**src/rtl/victim_way_ctrl_pkg.sv**
```systemverilog
// Shared cache constants and the victim controller FSM state type.
package victim_way_ctrl_pkg;
  localparam int NUM_SETS = 8;
  localparam int NUM_WAYS = 8;
  localparam int WAY_W    = 3;
  localparam int SET_W    = 3;
  localparam int STAT_W   = 16;

  typedef enum logic [0:0] {
    IDLE = 1'b0,
    FILL = 1'b1
  } vstate_t;
endpackage

```
**src/rtl/victim_way_ctrl_pick8.sv**
```systemverilog
// Per-set victim chooser: lowest invalid way, else the round-robin pointer.
module victim_pick8
  import victim_way_ctrl_pkg::*;
(
  input  logic [NUM_WAYS-1:0] valid,
  input  logic [WAY_W-1:0]    rr_ptr,
  output logic [WAY_W-1:0]    victim
);

  logic found_s;

  // Priority scan from way 0 upward for the first free slot
  always_comb begin
    victim  = rr_ptr;
    found_s = 1'b0;
    for (int i = 0; i < NUM_WAYS; i++) begin
      if (!valid[i] && !found_s) begin
        victim  = WAY_W'(i);
        found_s = 1'b1;
      end else begin
        found_s = found_s;
      end
    end
  end

endmodule

```
**src/rtl/victim_way_ctrl.sv**
```systemverilog
// Replacement state and miss-fill sequencer for the 8-set, 8-way cache.
// Optional miss counter enabled by defining VICTIM_STATS_EN.
module victim_way_ctrl
  import victim_way_ctrl_pkg::*;
(
  input  logic             clk,
  input  logic             rst,
  input  logic             acc_valid,
  output logic             acc_ready,
  input  logic [SET_W-1:0] acc_set,
  input  logic             acc_hit,
  output logic             fill_req,
  output logic [SET_W-1:0] fill_set,
  output logic [WAY_W-1:0] fill_way,
  input  logic             fill_done,
  input  logic             inv_valid,
  input  logic [SET_W-1:0] inv_set,
  input  logic [WAY_W-1:0] inv_way,
  output logic [WAY_W-1:0] victim0,
  output logic [WAY_W-1:0] victim1,
  output logic [WAY_W-1:0] victim2,
  output logic [WAY_W-1:0] victim3,
  output logic [WAY_W-1:0] victim4,
  output logic [WAY_W-1:0] victim5,
  output logic [WAY_W-1:0] victim6,
  output logic [WAY_W-1:0] victim7,
  output logic             busy
`ifdef VICTIM_STATS_EN
  ,
  output logic [STAT_W-1:0] miss_count
`endif
);

  vstate_t             state_r;
  vstate_t             state_nxt_s;
  logic [NUM_WAYS-1:0] valid_r [NUM_SETS];
  logic [WAY_W-1:0]    rr_r    [NUM_SETS];
  logic [WAY_W-1:0]    victim_s[NUM_SETS];
  logic [SET_W-1:0]    fill_set_r;
  logic [WAY_W-1:0]    fill_way_r;
  logic                full_at_latch_r;
  logic                miss_accept_s;
  logic                fill_commit_s;

  assign miss_accept_s = (state_r == IDLE) && acc_valid && !acc_hit;
  assign fill_commit_s = (state_r == FILL) && fill_done;

  for (genvar g = 0; g < NUM_SETS; g++) begin : g_pick
    victim_pick8 u_pick (
      .valid  (valid_r[g]),
      .rr_ptr (rr_r[g]),
      .victim (victim_s[g])
    );
  end

  assign victim0  = victim_s[0];
  assign victim1  = victim_s[1];
  assign victim2  = victim_s[2];
  assign victim3  = victim_s[3];
  assign victim4  = victim_s[4];
  assign victim5  = victim_s[5];
  assign victim6  = victim_s[6];
  assign victim7  = victim_s[7];
  assign fill_set = fill_set_r;
  assign fill_way = fill_way_r;

  // FSM state register
  always_ff @(posedge clk) begin
    if (rst) begin
      state_r <= IDLE;
    end else begin
      state_r <= state_nxt_s;
    end
  end

  // FSM next-state logic
  always_comb begin
    state_nxt_s = state_r;
    case (state_r)
      IDLE:    if (miss_accept_s) state_nxt_s = FILL; else state_nxt_s = IDLE;
      FILL:    if (fill_done)     state_nxt_s = IDLE; else state_nxt_s = FILL;
      default: state_nxt_s = IDLE;
    endcase
  end

  // FSM outputs decoded from the state register
  always_comb begin
    acc_ready = 1'b1;
    busy      = 1'b0;
    fill_req  = 1'b0;
    case (state_r)
      IDLE: begin
        acc_ready = 1'b1;
        busy      = 1'b0;
        fill_req  = 1'b0;
      end
      FILL: begin
        acc_ready = 1'b0;
        busy      = 1'b1;
        fill_req  = 1'b1;
      end
      default: begin
        acc_ready = 1'b1;
        busy      = 1'b0;
        fill_req  = 1'b0;
      end
    endcase
  end

  // Fill latch, valid bitmap and round-robin pointers
  always_ff @(posedge clk) begin
    if (rst) begin
      fill_set_r      <= 3'd0;
      fill_way_r      <= 3'd0;
      full_at_latch_r <= 1'b0;
      for (int s = 0; s < NUM_SETS; s++) begin
        valid_r[s] <= 8'h00;
        rr_r[s]    <= 3'd0;
      end
    end else begin
      if (miss_accept_s) begin
        fill_set_r      <= acc_set;
        fill_way_r      <= victim_s[acc_set];
        full_at_latch_r <= &valid_r[acc_set];
      end
      if (inv_valid) begin
        valid_r[inv_set][inv_way] <= 1'b0;
      end
      // Written after the invalidate so a colliding fill wins
      if (fill_commit_s) begin
        valid_r[fill_set_r][fill_way_r] <= 1'b1;
        if (full_at_latch_r) begin
          rr_r[fill_set_r] <= fill_way_r + 3'd1;
        end
      end
    end
  end

`ifdef VICTIM_STATS_EN
  logic [STAT_W-1:0] miss_count_r;

  // Saturating count of accepted misses
  always_ff @(posedge clk) begin
    if (rst) begin
      miss_count_r <= {STAT_W{1'b0}};
    end else if (miss_accept_s && (miss_count_r != {STAT_W{1'b1}})) begin
      miss_count_r <= miss_count_r + {{(STAT_W-1){1'b0}}, 1'b1};
    end
  end

  assign miss_count = miss_count_r;
`endif

endmodule

```
**config.mk**
```make
export PLATFORM = sky130hd
export DESIGN_NAME = victim_way_ctrl
export DESIGN_NICKNAME = d
export VERILOG_FILES = /design/src/rtl/victim_way_ctrl_pkg.sv /design/src/rtl/victim_way_ctrl_pick8.sv /design/src/rtl/victim_way_ctrl.sv
export SDC_FILE = /design/constraint.sdc
export NUM_CORES = 1
export LEC_CHECK = 0
export ABC_CLOCK_PERIOD_IN_PS = 2070
export CELL_PAD_IN_SITES_DETAIL_PLACEMENT = 1
export CELL_PAD_IN_SITES_GLOBAL_PLACEMENT = 1
export CORE_UTILIZATION = 43
export DETAILED_ROUTE_END_ITERATION = 10
export PLACE_DENSITY = 0.87
export SLEW_MARGIN = 25
export SYNTH_ARGS = -nofsm -noshare
export SYNTH_HDL_FRONTEND = slang
export SYNTH_HIERARCHICAL = 1
export SYNTH_SLANG_ARGS = --single-unit
```
**constraint.sdc**
```tcl
create_clock -name clk -period 2.07 [get_ports clk]
set_clock_uncertainty 0.05 [all_clocks]
set_input_delay 0.414 -clock clk [delete_from_list [all_inputs] [get_ports clk]]
set_output_delay 0.414 -clock clk [all_outputs]
set_load 0.05 [all_outputs]
```
==> flow_summary.toml, run 1 <==
# implementation run metrics
[final_timing]
slew_headroom = 0.597
clock.fmax_mhz = 497
min_period_ns = 2.01
finalCritPeriodShare = 0.973
fin_ws_ns = 0.0569
tightestPinTransition_ns = 0.604
final-setup-viol-count = 0
maxSlewViolCount = 0
rsz0062_at_grt = "false"
hold_violations = 0

[yosys]
ys_top_cells_by_count = "o21ai_0, dfxtp_1, nor2b_1"
synth-edff-count = 24
seq_area_frac_synth = 0.441
synthesis.nets = 583
top_area_frac = 0.294
most_common_cell = "o21ai_0"
yosysWarnings = 6
syn_area_um2 = 4900
synthCells = 567
synth_cell_type_count = 39
flop_cell = "dfxtp_1"
yosys_area_um2 = 4900
synth-async-reset-ratio = 0
synth_area_per_cell_um2 = 8.65
yosys-top-cells-area = "dfxtp_1, edfxtp_1, o21ai_0"
ys.flops = 96
yosysTopAreaCell = "dfxtp_1"
yosys_cells = 567

[routing]
totalWireLength_mm = 20.7
drt_first_pass_iters = 5
vias = 5284
drc = 0
drtIter0Drc = 361
antenna_left = 0
wl_per_cell_um = 26.4
vias_per_cell = 6.72

[clock_tree]
cts_tree = "built"
cts-buffers-inserted = 9
clk_path_buf_depth = 2
cts_sinks = 96
root_buffer = "clkbuf_16"
holdBufCountCts = 0
clkTransAtPathRegs_ns = 0.07
worstSkewPairLatency_ns = 0.35
htreeDepth = 3

[global_routing]
grt_remaining_overflow = 0
grt_pass1_vias = 5550
antenna_found_initial = 0
grt_max_degree = 49
grt_usage = 0.369
grt_pass1_wl_mm = 31.4

[floorplanning]
dieArea_um2 = 11800
fp-utilization = 0.446
pin_count = 48

[place]
place.gp.congestion = 0.917
port_buffers = 47
dp_cells = 769
post-place-ws_ns = -0.0556
dp_hpwl_mm = 14.2

[worst_setup_path]
cp.required_ns = 1.61
path_class = "flop to output port"
critPathArrivalTime_ns = 1.55
crit_fanout = 6
endpoint_kind = "output port"
start_kind = "flop"

[run]
maxCapViolations = 0
log.warning_count = 26

[pwr]
total_power_mw = 4.07
leakage_nw = 2.10
power_density_nw_per_um2 = 628

[layout]
final_cell_count_no_fill = 786
final_nets = 656
layout-drive-gt1-share = 0.217
syn_to_final_growth_pct = 32.1

[run_status]
status = "completed"

[worst_hold_path]
worstHoldPathType = "input pin to flop"
run 1: report_power, final:
part           internal [mW]  total (mW)  switching (mW)
sequential              1.94        1.98          0.0343
clock                   1.04        1.76           0.725
combinational          0.109       0.325           0.216
total                   3.09        4.07           0.976
run 1: sequential cells by signal, indices dropped and copies added (netlist names):
| name | cells |
|---|---|
| valid_r | 64 |
| rr_r | 24 |
| fill_set | 3 |
| fill_way | 3 |
| full_at_latch_r | 1 |
| state_r | 1 |
run 1: layout by cell type, fill, tap and decap left out, types with 3 or more instances in the layout:
cell type	Yosys	routed
inv_2	8	8
nor2b_1	67	67
a21oi_1	4	4
buf_12	0	27
o221ai_2	8	8
nor3_1	30	30
or3b_1	3	3
a31oi_2	0	23
mux2i_1	3	3
dfxtp_1	72	70
nand2b_1	3	3
inv_1	10	10
clkdlybuf4s50_1	0	13
nand3_1	5	5
or3_1	3	3
o21ai_1	3	3
a211oi_1	3	3
mux4_1	4	4
nor2_1	15	15
nand3b_1	8	8
nand2_1	47	47
nand4_1	26	26
o21bai_1	8	8
o21ai_0	133	133
buf_4	2	51
edfxtp_1	24	24
o211ai_1	8	8
nor4_1	4	4
clkbuf_16	0	10
run 1: layer usage:
metal,routed length (µm),vias to the layer above,share of wire,GRT usage
li1,-,2243,-,-
met1,7640,2615,0.37,0.432
met5,0,-,0,0
met3,1720,114,0.083,0.0855
met4,1400,0,0.068,0.262
met2,9950,312,0.48,0.594
run 1: per-stage QoR:
stage | cell area (µm²) | setup TNS (ns) | hold slack (ns)
floorplan | 5050 | 0 | 0.417
global placement | 6150 | 0 | 0.468
global route | 6480 | 0 | 0.413
CTS | 6460 | 0 | 0.398
finish | 6480 | 0 | 0.412
detailed placement | 6150 | -0.138 | 0.474
run 1: what timing repair did:
action,4_1_cts,5_1_grt
setup endpoints to repair,0,1
resized,0,3
setup buffers,0,0
run 1: worst paths after layout:
check	startpoint	to	slack, ns	cells past startpoint
setup reg to reg	valid_r[6][7]	fill_way[1]	0.11	6
setup / recovery	valid_r[6][5]	victim6[0]	0.06	4
hold reg to reg	state_r	state_r	0.54	2
hold / removal	rst	state_r	0.41	2
run 1: critical path: stages, from the launching register on:
cell and delay [ns]:
dfxtp_1 0.37, nand2_1 0.12, o221ai_2 0.10, a31oi_2 0.41, buf_12 0.19
run 1: area by class of cell:
type | count | area [µm²]
Fill cell | 1217 | 4500
Multi-Input combinational cell | 422 | 2700
Sequential cell | 96 | 2160
Timing Repair Buffer | 92 | 1060
Clock buffer | 13 | 272
Tap cell | 140 | 175
Inverter | 19 | 71.3
Clock inverter | 3 | 38.8
Antenna cell | 1 | 2.50
run 1: cell families after synthesis:
family,Yosys count,share of synthesized area
XOR/XNOR,1,0.00179
multiplexers,9,0.0367
AND-OR/OR-AND,192,0.229
adder cells (fa/ha/maj),1,0.00255
flip-flops,96,0.441
buffers and inverters,49,0.0416
AND/OR/NAND/NOR,219,0.248
==> run_1/pdn.png <==
Bar = 20 µm. Pins as bars on the die edge. Tap cells in gray.
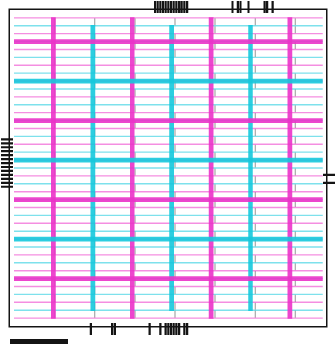
- VDD: cyan
- VSS: magenta
- signal pins: 48
- rows: 38
- met4 straps: 7
- met5 straps: 7
VDD IR-drop max: 0.423 mV
die height: 109 µm
Core Region: 11000 µm²
Die X: 109 µm

==> run_1/cell_classes.png <==
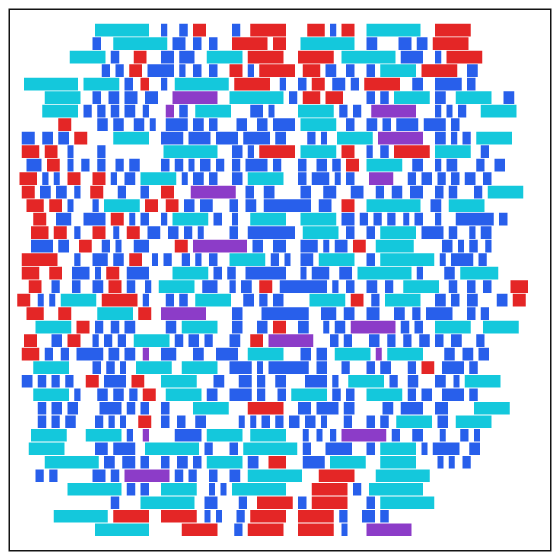
- clock drivers and dummy loads: purple (cells 16; share of their area 4.9%)
- other buffers and delay cells: red (cells 92; share of their area 17%)
- all other logic: blue (cells 441; share of their area 44%)
- flip-flops: cyan (cells 96; share of their area 34%)
Final Core Density: 0.590
row count: 38

==> run_1/clock_map.png <==
Bar = 20 µm.
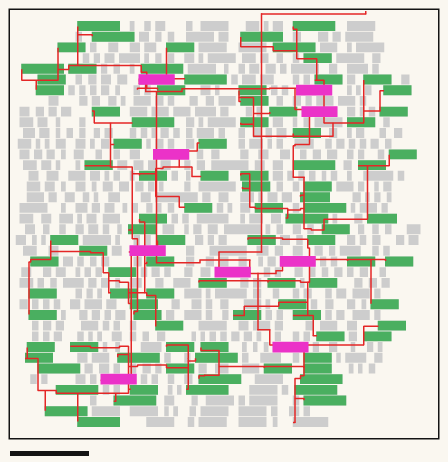
- flip-flops: green (count 96)
- clock wires: red (length 1210 µm)
- cells driving clock nets: magenta (count 9)
- routed clock nets: 10
- flops lie: spread over the die
clock group share of total power: 0.434
clk pwr: 1.76 mW

--- run 2 (diff from run 1) ---
Settings changed: CORE_MARGIN from default to 3, SKIP_CTS_REPAIR_TIMING from default to 1, TNS_END_PERCENT from default to 1.
==> run 2 against run 1 <==
- die area grew 7.5%
- critical path depth decreased by 1
- first-iteration DRC count rose by 47%
- non-clock buffer count grew 8
- area after synthesis did not move
- sequential cell count did not move
- via count decreased by 3.4%
- sequential share of layout area decreased by 0.15 points
==> flow_summary.toml, run 2 <==
# implementation run metrics
[worst_setup_path]
cp.required_ns = 1.61
crit_fanout = 6
critPathArrivalTime_ns = 1.57
worstReg2RegEnd = "fill_way[1]"
start_kind = "flop"
reg2reg_depth = 6
r2r_slack_ns = 0.12
endpoint_kind = "output port"
path_class = "flop to output port"
timing.rr.start = "valid_r[7][6]"

[place]
placed_cell_area_um2 = 6180
dp_cells = 777
place.gp.congestion = 0.960
dp_hpwl_mm = 13.9
port_buffers = 47

[floorplanning]
fp-utilization = 0.446
row_count = 38
die_y_um = 113
pin_count = 48
dieArea_um2 = 12700
die_w_um = 113
core_area_um2 = 11000

[yosys]
synthesis.nets = 583
yosys_area_um2 = 4900
ys.flops = 96
most_common_cell = "o21ai_0"
seq_area_frac_synth = 0.441
top_area_frac = 0.294
synth-edff-count = 24
flop_cell = "dfxtp_1"
yosys-top-cells-area = "dfxtp_1, edfxtp_1, o21ai_0"
yosysWarnings = 6
syn_area_um2 = 4900
yosys_cells = 567
ys_top_cells_by_count = "o21ai_0, dfxtp_1, nor2b_1"
synthCells = 567
synth-async-reset-ratio = 0
yosysTopAreaCell = "dfxtp_1"
synth_area_per_cell_um2 = 8.65
synth_cell_type_count = 39

[clock_tree]
htreeDepth = 3
cts_tree = "built"
clkTransAtPathRegs_ns = 0.07
clk_path_buf_depth = 2
cts_sinks = 96
root_buffer = "clkbuf_16"

[layout]
nFillCells = 1222
regMostFlops = "valid_r"
fin_area_um2 = 6510
layout_top_cell = "o21ai_0"
syn_to_final_growth_pct = 32.7
final_nets = 664
largest_reg_flops = 64
layout-drive-gt1-share = 0.222
final_cell_count_no_fill = 793
comb_area_um2 = 2670
reg_top3 = "valid_r x64, rr_r x24"
antenna_cells = 0
lay_top_cells = "o21ai_0, dfxtp_1, nor2b_1"
regArea_um2 = 2160

[run_status]
status = "completed"

[final_timing]
maxSlewViolCount = 0
slew_headroom = 0.620
tightestPinTransition_ns = 0.569
hold_violations = 0
min_period_ns = 2.04
rsz0062_at_grt = "true"
final-setup-viol-count = 0
finalCritPeriodShare = 0.984
clock.fmax_mhz = 491
whs_ns = 0.491
tns_ns = 0

[global_routing]
grt_remaining_overflow = 0
grt_max_degree = 55
grt_pass1_wl_mm = 30.1
antenna_found_initial = 0
grt_pass1_vias = 5236

[worst_hold_path]
hold_end = "fill_way[0]"
worstHoldPathType = "input pin to flop"
hold_start = "rst"
holdPathStages = 2

[pwr]
irDropWorstVdd_mv = 0.457
power_density_nw_per_um2 = 615
leakage_nw = 2.14

[run]
log.warning_count = 28
maxCapViolations = 0

[routing]
drt_first_pass_iters = 5
drc = 0
drtIter0Drc = 529
vias_per_cell = 6.44
antenna_left = 0
run 2: cell counts after synthesis:
No cell type changed its count.
run 2: layout make-up:
type,count,share of cell area
multi-input cells,422,0.410
flip-flops and latches,96,0.333
repair buffers,100,0.174
clock buffers,14,0.0440
well taps,140,0.0269
inverters,19,0.0110
clock inverters,2,0.00154
run 2: through the flow:
step                 util  setup WS (ns)  power, mW
floorplan               -        -0.0749       2.16
global placement    0.563         0.0131       2.33
detailed placement  0.563         -0.190       2.34
CTS                 0.590        -0.0186       3.99
global route        0.593       -0.00195       4.09
finish              0.593         0.0335       4.00
run 2: power by group:
group | switching (mW) | internal (mW) | leakage (nW) | total [mW]
logic | 0.218 | 0.122 | 1.16 | 0.340
clock network | 0.731 | 0.960 | 0.147 | 1.69
registers | 0.0291 | 1.94 | 0.829 | 1.97
run 2: cells by family after synthesis:
family                   share of synthesized area
AND-OR/OR-AND                                0.229
XOR/XNOR                                   0.00179
adder cells (fa/ha/maj)                    0.00255
buffers and inverters                       0.0416
flip-flops                                   0.441
multiplexers                                0.0367
AND/OR/NAND/NOR                              0.248
run 2: worst max path at each step:
stage	endpoint	depth (start not counted)	slack [ns]	startpoint
final	victim7[1]	3	0.03	valid_r[7][5]
after CTS	victim0[2]	4	-0.02	valid_r[0][1]
after global placement	fill_way[0]	5	0.01	acc_set[0]
after detailed placement	valid_r[5][0]	5	-0.19	inv_valid
after global routing	victim0[0]	4	-0.002	valid_r[0][4]
after floorplan	fill_way[2]	5	-0.07	valid_r[3][3]
run 2: critical path, stage by stage, from the launching register on:
cell and delay, ns:
dfxtp_1 0.46, o211ai_1 0.16, a31oi_2 0.41, buf_12 0.19
run 2: routing by layer:
metal	global-route usage	wire length, µm	up-vias
li1	-	-	2252
met1	0.377	7530	2531
met2	0.513	9620	248
met3	0.0519	1410	73
met4	0.168	868	0
met5	0	0	-
==> run_2/final_clocks.png <==
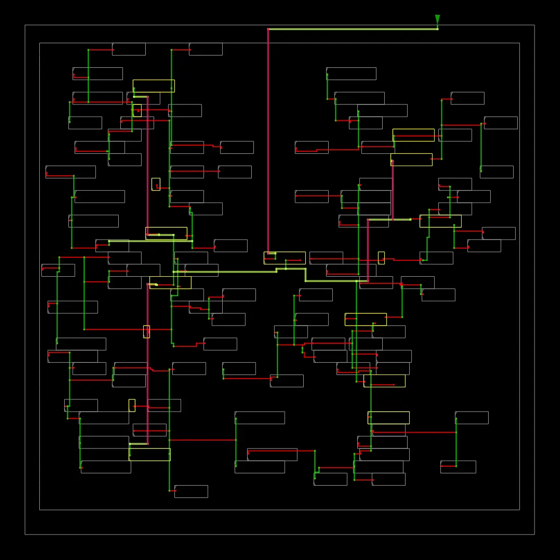
clk latency late pin: 0.35 ns
TritonCTS buffer count: 9

==> run_2/metal_stack.png <==
Bar = 20 µm. Only two layers are drawn.
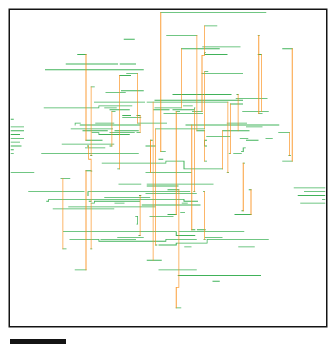
- met4: orange (wire length 868 µm)
- met3: green (wire length 1410 µm)
vias: 5104
total wire length: 19.4 mm
Global Route Usage Sum: 0.307
routed len/inst: 24.5 µm

--- run 3 (diff from run 2) ---
Settings changed: CTS_CLUSTER_SIZE from default to 12.
==> run 3 against run 2 <==
- setup slack unchanged
- largest cell class unchanged
- area after synthesis unchanged
- worst hold slack unchanged
- first-iteration DRC count unchanged
- non-clock buffer count unchanged
- sequential cell count unchanged
- via count unchanged
- die area unchanged
- wire length unchanged
- highest routed layer unchanged
- cell count unchanged
==> flow_summary.toml, run 3 <==
# implementation run metrics
[place]
placed_cell_area_um2 = 6180
place.gp.congestion = 0.960
dp_cells = 777
port_buffers = 47
post-place-ws_ns = -0.190
dp_hpwl_mm = 13.9

[yosys]
synth-async-reset-ratio = 0
synth-edff-count = 24
synthesis.nets = 583
most_common_cell = "o21ai_0"
ys_top_cells_by_count = "o21ai_0, dfxtp_1, nor2b_1"
ys.flops = 96
yosys-top-cells-area = "dfxtp_1, edfxtp_1, o21ai_0"
synth_cell_type_count = 39
top_area_frac = 0.294
seq_area_frac_synth = 0.441
synthCells = 567
flop_cell = "dfxtp_1"
syn_area_um2 = 4900
synth_area_per_cell_um2 = 8.65
yosys_area_um2 = 4900
yosys_cells = 567
yosysWarnings = 6
yosysTopAreaCell = "dfxtp_1"

[worst_setup_path]
cp.required_ns = 1.61
cp_slowest_cell = "dfxtp_1"
reg2reg_depth = 6
path_delay_family = "AND-OR/OR-AND gates"
start_kind = "flop"
critPathBufInv = 1
crit_chain = "o211ai_1 > a31oi_2 > buf_12"
cpPeakStageDelay_ns = 0.46
worstReg2RegEnd = "fill_way[1]"
path_class = "flop to output port"
crit_fanout = 6
r2r_slack_ns = 0.12
timing.rr.start = "valid_r[7][6]"
critPathArrivalTime_ns = 1.57
endpoint_kind = "output port"

[clock_tree]
cts_sinks = 96
worstSkewPairLatency_ns = 0.35
cts-buffers-inserted = 9
cts_tree = "built"
htreeDepth = 3
clkTransAtPathRegs_ns = 0.07
clk_path_buf_depth = 2
root_buffer = "clkbuf_16"

[layout]
regMostFlops = "valid_r"
syn_to_final_growth_pct = 32.7
layout-drive-gt1-share = 0.222
largest_reg_flops = 64
comb_area_um2 = 2670
fin_area_um2 = 6510
nFillCells = 1222
layout_top_cell = "o21ai_0"
regArea_um2 = 2160
antenna_cells = 0
lay_top_cells = "o21ai_0, dfxtp_1, nor2b_1"
final_cell_count_no_fill = 793
final_util = 0.593
reg_top3 = "valid_r x64, rr_r x24"
final_nets = 664

[run]
maxCapViolations = 0
log.warning_count = 28

[floorplanning]
row_count = 38
fp-utilization = 0.446
dieArea_um2 = 12700
core_area_um2 = 11000
pin_count = 48

[final_timing]
fin_ws_ns = 0.0335
tns_ns = 0
hold_violations = 0
slew_headroom = 0.620
final-setup-viol-count = 0
clock.fmax_mhz = 491
tightestPinTransition_ns = 0.569
whs_ns = 0.491
min_period_ns = 2.04
rsz0062_at_grt = "true"
finalCritPeriodShare = 0.984
maxSlewViolCount = 0

[global_routing]
grt_usage = 0.307
antenna_found_initial = 0
grt_pass1_vias = 5236
grt_max_degree = 55
grt_remaining_overflow = 0
grt_pass1_wl_mm = 30.1

[pwr]
total_power_mw = 4.00
leakage_nw = 2.14
power_density_nw_per_um2 = 615

[routing]
vias = 5104
drt_first_pass_iters = 5
drtIter0Drc = 529
antenna_left = 0
vias_per_cell = 6.44
wl_per_cell_um = 24.5
drc = 0
totalWireLength_mm = 19.4

[worst_hold_path]
hold_end = "fill_way[0]"
hold_start = "rst"
worstHoldPathType = "input pin to flop"
holdPathStages = 2

[run_status]
status = "completed"
run 3: cell counts after synthesis:
No cell type changed its count.
run 3: cell type report:
class                   instances  area share
multi-input cells             422       0.410
well taps                     140      0.0269
clock inverters                 2     0.00154
clock buffers                  14      0.0440
inverters                      19      0.0110
repair buffers                100       0.174
flip-flops and latches         96       0.333
run 3: worst register-to-register path, stage by stage (launching register included):
cell and delay [ns]:
dfxtp_1 0.42, nand2_1 0.12, o211ai_1 0.22, a31oi_2 0.22, mux4_1 0.53, mux2i_1 0.17
a211oi_1 0.10
run 3: layer usage:
metal / GRT usage / vias to the layer above / wire length (µm)
met5: 0 / - / 0
met4: 0.168 / 0 / 868
met3: 0.0519 / 73 / 1410
met2: 0.513 / 248 / 9620
met1: 0.377 / 2531 / 7530
li1: - / 2252 / -
run 3: kinds of logic (layout without fill, tap and decap cells):
family	after synthesis	after routing	synth area share
buffers and inverters	49	135	0.0416
muxes	9	9	0.0367
and+or+nand+nor	219	219	0.248
DFF	96	96	0.441
xor gates and xnor gates	1	1	0.00179
adders and majority gates	1	1	0.00255
AOI/OAI and AO/OA	192	192	0.229
run 3: worst max-delay path by stage:
stage	start	end	cells past startpoint	slack [ns]
finish	valid_r[7][5]	victim7[1]	3	0.03
floorplan	valid_r[3][3]	fill_way[2]	5	-0.07
CTS	valid_r[0][1]	victim0[2]	4	-0.02
detailed placement	inv_valid	valid_r[5][0]	5	-0.19
global placement	acc_set[0]	fill_way[0]	5	0.01
global route	valid_r[0][4]	victim0[0]	4	-0.002
run 3: report_power, final:
group          switching (mW)  internal [mW]  leakage (nW)
logic                   0.218          0.122          1.16
clock network           0.731          0.960         0.147
registers              0.0291           1.94         0.829
total                   0.979           3.02          2.14
==> run_3/pdn.png <==
Bar = 20 µm. Pins as bars on the die edge. Tap cells in gray.
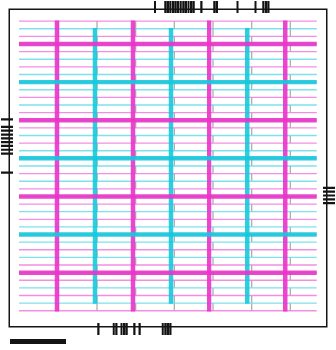
- VSS: magenta
- VDD: cyan
- met1 rails: 39
- rows: 38
Die X: 113 µm
VDD IR-drop max: 0.457 mV
die height: 113 µm

==> run_3/final_clocks.png <==
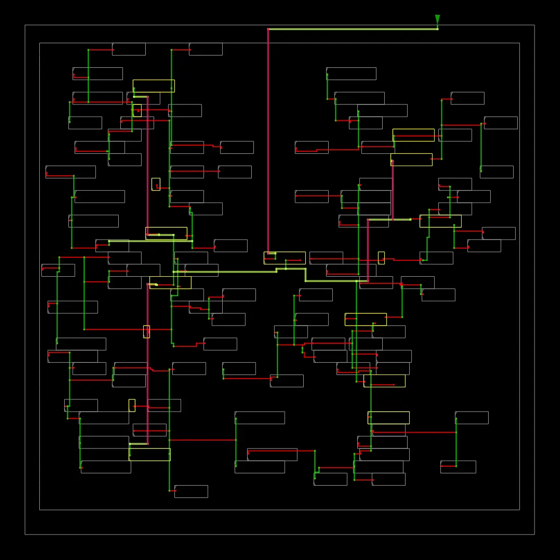
clk pwr: 1.69 mW
Flop Count: 96

No activity file was given, so power comes from the tool's default toggle rates.
